--- src/rtl/alu_writeback_queue.sv ---
// ---------------------------------------------------------------------------
// alu_writeback_queue
//
// Purpose:
//   Execute-to-writeback stage sitting directly behind the combinational ALU.
//   Each accepted ALU result that writes a register is pushed into a small
//   in-order queue. The queue drains into the register-file write port.
//   The block also holds the architectural carry flag that feeds the ALU
//   CarryIn, registers branch resolution as a one-cycle pulse, and offers
//   combinational forwarding of results that are queued but not yet written.
//
// Handshakes (both sides use strict valid/ready):
//   A transfer happens on a rising Clk edge only when valid and ready are
//   both high in that cycle. A producer holding valid=1 keeps its payload
//   stable until the transfer. Ready never depends combinationally on the
//   other side's valid.
//     Input side : accept = InValid & InReady.  InReady = (Count < DEPTH).
//     Output side: deq    = WbValid & WbReady.  WbValid = (Count != 0).
//   InReady comes from registered occupancy only. A dequeue in a full
//   cycle therefore re-opens the input one cycle later.
//
// Parameters:
//   DEPTH   number of queue entries (>= 1); pointers wrap modulo DEPTH
//   DATA_W  result/data width
//   ADDR_W  register-file address width
//
// Ports:
//   Clk, Reset                 rising-edge clock, async active-high reset
//   InValid/InReady            ALU result handshake
//   AluOut, CarryOut           ALU result and carry/shift-out
//   DestAddr, RegWrEn          destination register and write enable
//   CarryWrEn                  update the carry flag from CarryOut
//   IsBranch, BranchTarget     branch compare (AluOut[0] = condition), target
//   CarryFlag                  architectural carry, drives ALU CarryIn
//   BranchTaken, BranchPc      registered one-cycle branch pulse and target
//   WbValid/WbReady            register-file write handshake
//   WbAddr, WbData             head entry address and data
//   LookupAddr, FwdHit,FwdData forwarding lookup (youngest match wins)
//   Count                      queue occupancy
// ---------------------------------------------------------------------------
module alu_writeback_queue #(
    parameter int DEPTH  = 2,
    parameter int DATA_W = 8,
    parameter int ADDR_W = 3
) (
    input  logic                       Clk,
    input  logic                       Reset,

    input  logic                       InValid,
    output logic                       InReady,
    input  logic [DATA_W-1:0]          AluOut,
    input  logic                       CarryOut,
    input  logic [ADDR_W-1:0]          DestAddr,
    input  logic                       RegWrEn,
    input  logic                       CarryWrEn,
    input  logic                       IsBranch,
    input  logic [7:0]                 BranchTarget,

    output logic                       CarryFlag,
    output logic                       BranchTaken,
    output logic [7:0]                 BranchPc,

    output logic                       WbValid,
    input  logic                       WbReady,
    output logic [ADDR_W-1:0]          WbAddr,
    output logic [DATA_W-1:0]          WbData,

    input  logic [ADDR_W-1:0]          LookupAddr,
    output logic                       FwdHit,
    output logic [DATA_W-1:0]          FwdData,

    output logic [$clog2(DEPTH+1)-1:0] Count
);

    localparam int CNT_W = $clog2(DEPTH + 1);
    // A single-entry queue still needs a one-bit pointer to index storage.
    localparam int PTR_W = (DEPTH > 1) ? $clog2(DEPTH) : 1;

    // -----------------------------------------------------------------------
    // State
    // -----------------------------------------------------------------------
    logic [CNT_W-1:0]  count_q,    count_d;
    logic [PTR_W-1:0]  head_q,     head_d;
    logic [PTR_W-1:0]  tail_q,     tail_d;
    logic              carry_q,    carry_d;
    logic              br_taken_q, br_taken_d;
    logic [7:0]        br_pc_q,    br_pc_d;

    // Entry storage has no reset. Only entries covered by count_q are ever
    // observed, so stale contents are harmless.
    logic [ADDR_W-1:0] mem_addr_q [DEPTH];
    logic [DATA_W-1:0] mem_data_q [DEPTH];

    // -----------------------------------------------------------------------
    // Handshake decode
    // -----------------------------------------------------------------------
    logic in_ready;
    logic wb_valid;
    logic accept;
    logic deq;
    logic enq;
    logic branch_acc;
    logic carry_upd;

    assign in_ready   = (count_q < CNT_W'(DEPTH));
    assign wb_valid   = (count_q != '0);
    assign accept     = InValid & in_ready;
    assign deq        = wb_valid & WbReady;
    // Branches never write a register, even when RegWrEn is set.
    assign enq        = accept & RegWrEn & ~IsBranch;
    assign branch_acc = accept & IsBranch;
    assign carry_upd  = accept & CarryWrEn & ~IsBranch;

    // Pointer advance with wrap at DEPTH. This also works for DEPTH values
    // that are not a power of two.
    function automatic logic [PTR_W-1:0] next_ptr(input logic [PTR_W-1:0] p);
        if (p == PTR_W'(DEPTH - 1)) begin
            next_ptr = '0;
        end else begin
            next_ptr = p + PTR_W'(1);
        end
    endfunction

    // -----------------------------------------------------------------------
    // Next-state logic
    // -----------------------------------------------------------------------
    always_comb begin
        count_d    = count_q;
        head_d     = head_q;
        tail_d     = tail_q;
        carry_d    = carry_q;
        br_taken_d = 1'b0;
        br_pc_d    = br_pc_q;

        if (enq) begin
            tail_d = next_ptr(tail_q);
        end
        if (deq) begin
            head_d = next_ptr(head_q);
        end

        // A simultaneous enqueue and dequeue leaves the occupancy unchanged.
        // Enqueue requires Count < DEPTH, so the increment cannot overflow.
        case ({enq, deq})
            2'b10:   count_d = count_q + CNT_W'(1);
            2'b01:   count_d = count_q - CNT_W'(1);
            default: count_d = count_q;
        endcase

        if (carry_upd) begin
            carry_d = CarryOut;
        end

        // BranchTaken defaults to 0, so it can only ever be a single-cycle
        // pulse. BranchPc keeps the last taken target.
        if (branch_acc) begin
            br_taken_d = AluOut[0];
            if (AluOut[0]) begin
                br_pc_d = BranchTarget;
            end
        end
    end

    // -----------------------------------------------------------------------
    // Control registers (async reset discards queued entries)
    // -----------------------------------------------------------------------
    always_ff @(posedge Clk or posedge Reset) begin
        if (Reset) begin
            count_q    <= '0;
            head_q     <= '0;
            tail_q     <= '0;
            carry_q    <= 1'b0;
            br_taken_q <= 1'b0;
            br_pc_q    <= '0;
        end else begin
            count_q    <= count_d;
            head_q     <= head_d;
            tail_q     <= tail_d;
            carry_q    <= carry_d;
            br_taken_q <= br_taken_d;
            br_pc_q    <= br_pc_d;
        end
    end

    // -----------------------------------------------------------------------
    // Entry storage
    // -----------------------------------------------------------------------
    always_ff @(posedge Clk) begin
        if (enq) begin
            mem_addr_q[tail_q] <= DestAddr;
            mem_data_q[tail_q] <= AluOut;
        end
    end

    // -----------------------------------------------------------------------
    // Forwarding: walk the valid entries from oldest to youngest so that the
    // last match, which is the youngest, wins. The head entry still counts
    // in the cycle it is being dequeued, because count_q has not dropped yet.
    // -----------------------------------------------------------------------
    logic              fwd_hit;
    logic [DATA_W-1:0] fwd_data;

    always_comb begin
        int               idx;
        logic [PTR_W-1:0] slot;

        fwd_hit  = 1'b0;
        fwd_data = '0;
        idx      = 0;
        slot     = '0;
        for (int i = 0; i < DEPTH; i++) begin
            idx = int'(head_q) + i;
            if (idx >= DEPTH) begin
                idx = idx - DEPTH;
            end
            slot = PTR_W'(idx);
            if ((i < int'(count_q)) && (mem_addr_q[slot] == LookupAddr)) begin
                fwd_hit  = 1'b1;
                fwd_data = mem_data_q[slot];
            end
        end
    end

    // -----------------------------------------------------------------------
    // Outputs
    // -----------------------------------------------------------------------
    assign InReady     = in_ready;
    assign WbValid     = wb_valid;
    assign WbAddr      = mem_addr_q[head_q];
    assign WbData      = mem_data_q[head_q];
    assign FwdHit      = fwd_hit;
    assign FwdData     = fwd_data;
    assign Count       = count_q;
    assign CarryFlag   = carry_q;
    assign BranchTaken = br_taken_q;
    assign BranchPc    = br_pc_q;

endmodule

--- config.mk ---
export PLATFORM = sky130hd
export DESIGN_NAME = alu_writeback_queue
export DESIGN_NICKNAME = d
export VERILOG_FILES = /design/src/rtl/alu_writeback_queue.sv
export SDC_FILE = /design/constraint.sdc
export NUM_CORES = 1
export LEC_CHECK = 0
export ABC_CLOCK_PERIOD_IN_PS = 2950
export CELL_PAD_IN_SITES_DETAIL_PLACEMENT = 0
export CELL_PAD_IN_SITES_GLOBAL_PLACEMENT = 1
export CORE_ASPECT_RATIO = 1.2
export CORE_MARGIN = 3
export CORE_UTILIZATION = 37
export DETAILED_ROUTE_END_ITERATION = 6
export PLACE_DENSITY = 0.93
export SYNTH_ARGS = -nofsm -noshare
export SYNTH_HDL_FRONTEND = slang
export SYNTH_SLANG_ARGS = --single-unit
--- constraint.sdc ---
create_clock -name Clk -period 2.95 [get_ports Clk]
set_input_delay 0.295 -clock Clk [delete_from_list [all_inputs] [get_ports Clk]]
set_output_delay 0.295 -clock Clk [all_outputs]
set_load 0.02 [all_outputs]
==> results.py <==
# Metrics from the implementation run
metrics = {
    "clock_tree": {
        "cts_setup_buffers": 0,
        "clkSlewWorstSetupHoldPaths_ns": 0.07,
        "htreeDepth": 2,
    },
    "global_routing": {
        "grt_antenna_before_repair": 0,
        "grt_start_max_net_pins": 34,
    },
    "final_timing": {
        "setup_slack_ns": 0.141,
        "finalHoldViolations": 0,
        "grt_setup_unrepaired": "no",
        "max_freq_ghz": 0.356,
        "holdWs_ns": 0.344,
        "slew_headroom_pct": 64.7,
        "fin_crit_sh_pct": 95.2,
    },
    "synth": {
        "top_cells_by_area": "edfxtp_1 (36%), dfrtp_1 (19%), nand2_1 (9.1%), a2111o_1 (5.0%), nand3_1 (4.4%)",
        "synth_seq_share_pct": 55.7,
        "ys_top_cells_by_count": "nand2_1 (44), edfxtp_1 (22), nand3_1 (16)",
        "ys_ff": 36,
        "fp_nets": 195,
        "async_reset_ff_share_pct": 38.9,
        "flop_cell": "edfxtp_1",
        "syn_inst": 162,
        "yosysTopAreaCell": "edfxtp_1",
    },
    "routing": {
        "first_iter_violations": 38,
        "dr.pass1.iters": 4,
    },
    "critical_path": {
        "rr_endpoint": "mem_data_q[1][4]",
        "endpoint": "FwdData[6]",
        "path_cells": "mux2i_1, xnor2_1, nor4_4, buf_12, a2111o_1, nand3_1, clkdlybuf4s50_1",
        "slowest_stage": "clkdlybuf4s50_1",
        "cp-start-kind": "flop",
    },
    "layout": {
        "final_cell_count_no_fill": 288,
        "seq-cell-share_pct": 38.9,
        "layout_top_cells": "clkdlybuf4s50_1 (58), nand2_1 (43), edfxtp_1 (22)",
        "num-nonclk-inverters": 5,
        "signal_buffers": 66,
        "flop-count": 36,
        "buf_share_pct": 26.0,
        "layout-drive-gt1-share_pct": 6.96,
        "diodes": 0,
    },
    "power": {
        "peakVddDrop_mv": 0.572,
        "cellPowerDensity_nw_per_um2": 844,
    },
    "die": {
        "io_pins": 64,
        "rows": 27,
        "die_h_um": 82.7,
    },
    "run_status": {
        "status": "completed",
    },
    "placed_design": {
        "postPlaceCellArea_sq_um": 2510,
    },
}
kinds of logic after synthesis:
kind of cell / synth area share [%]
buffers and inverters: 3.58
multiplexers: 5.38
XOR/XNOR: 4.34
adder cells (fa/ha/maj): 2.07
AND/OR/NAND/NOR: 23.3
AND-OR/OR-AND: 5.65
flip-flops: 55.7
report_power, final:
| group | internal (mW) | switching [mW] |
|---|---|---|
| combinational | 0.545 | 0.602 |
| clock | 0.165 | 0.160 |
| sequential | 0.645 | 0.0818 |
| total | 1.36 | 0.843 |
registers in the layout, indices dropped and copies added (netlist names):
register	cells
BranchTaken	1
mem_data_q	16
mem_addr_q	6
CarryFlag	1
BranchPc	8
Count	2
head_q	1
tail_q	1
routing by layer:
metal	GRT usage, %	wire length [um]
met5	0	0
met4	5.75	67
met3	5.21	317
met2	24.4	1920
met1	17.0	1590
### Clock routing

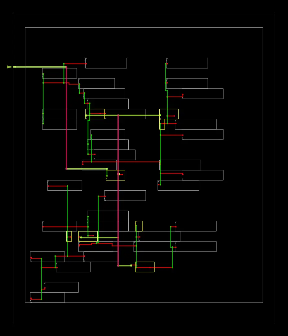
clock buffer count: 7
Num CTS Buffers: 5
clk latency late pin: 0.28 ns
CTS sink cnt: 36
P_clk: 0.325 mW

### Placed cells, one color a class

Scale: 3 px per um.
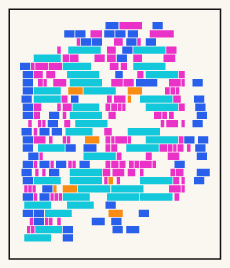
legend:
  sequential cells:
    color: cyan
    cells: 36
    share_of_their_area: 40%
  combinational and other logic:
    color: magenta
    cells: 120
    share_of_their_area: 30%
  clock drivers and dummy loads:
    color: orange
    cells: 8
    share_of_their_area: 3.2%
  remaining buffers and delay cells:
    color: blue
    cells: 66
    share_of_their_area: 27%

### Placement density heat map

Scale: 4 px per um. 7 x 8 tiles, from black (low) to pale yellow (high), 0 to 100% covered.
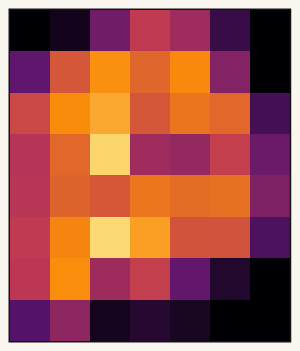
fullest tile: 92%
tiles over 75% full: 13%
nearly empty tiles: 11%
emptiest ninth of the die: lower right

### Signal wires by layer

Scale: 3 px per um.
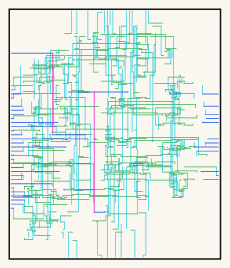
legend:
  metal 4:
    color: magenta
    wire_length: 67.3 um
  metal 3:
    color: blue
    wire_length: 317 um
  metal 2:
    color: cyan
    wire_length: 1,920 um
  metal 1:
    color: green
    wire_length: 1,590 um

### Pin map

Scale: 4 px per um. Pins as bars across the die edge, other pins in gray.
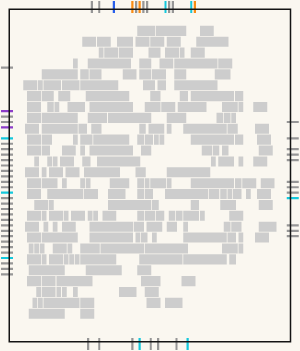
legend:
  `WbAddr`:
    color: orange
    pins: 3
    direction: output
    edge: top
  `AluOut`:
    color: cyan
    pins: 8
    direction: input
    edge: 3 left, 2 top, 2 bottom, 1 right
  `WbValid`:
    color: blue
    pins: 1
    direction: output
    edge: top
  `Count`:
    color: purple
    pins: 2
    direction: output
    edge: left

Power figures rest on the tool's default switching activity, not on a simulated workload.
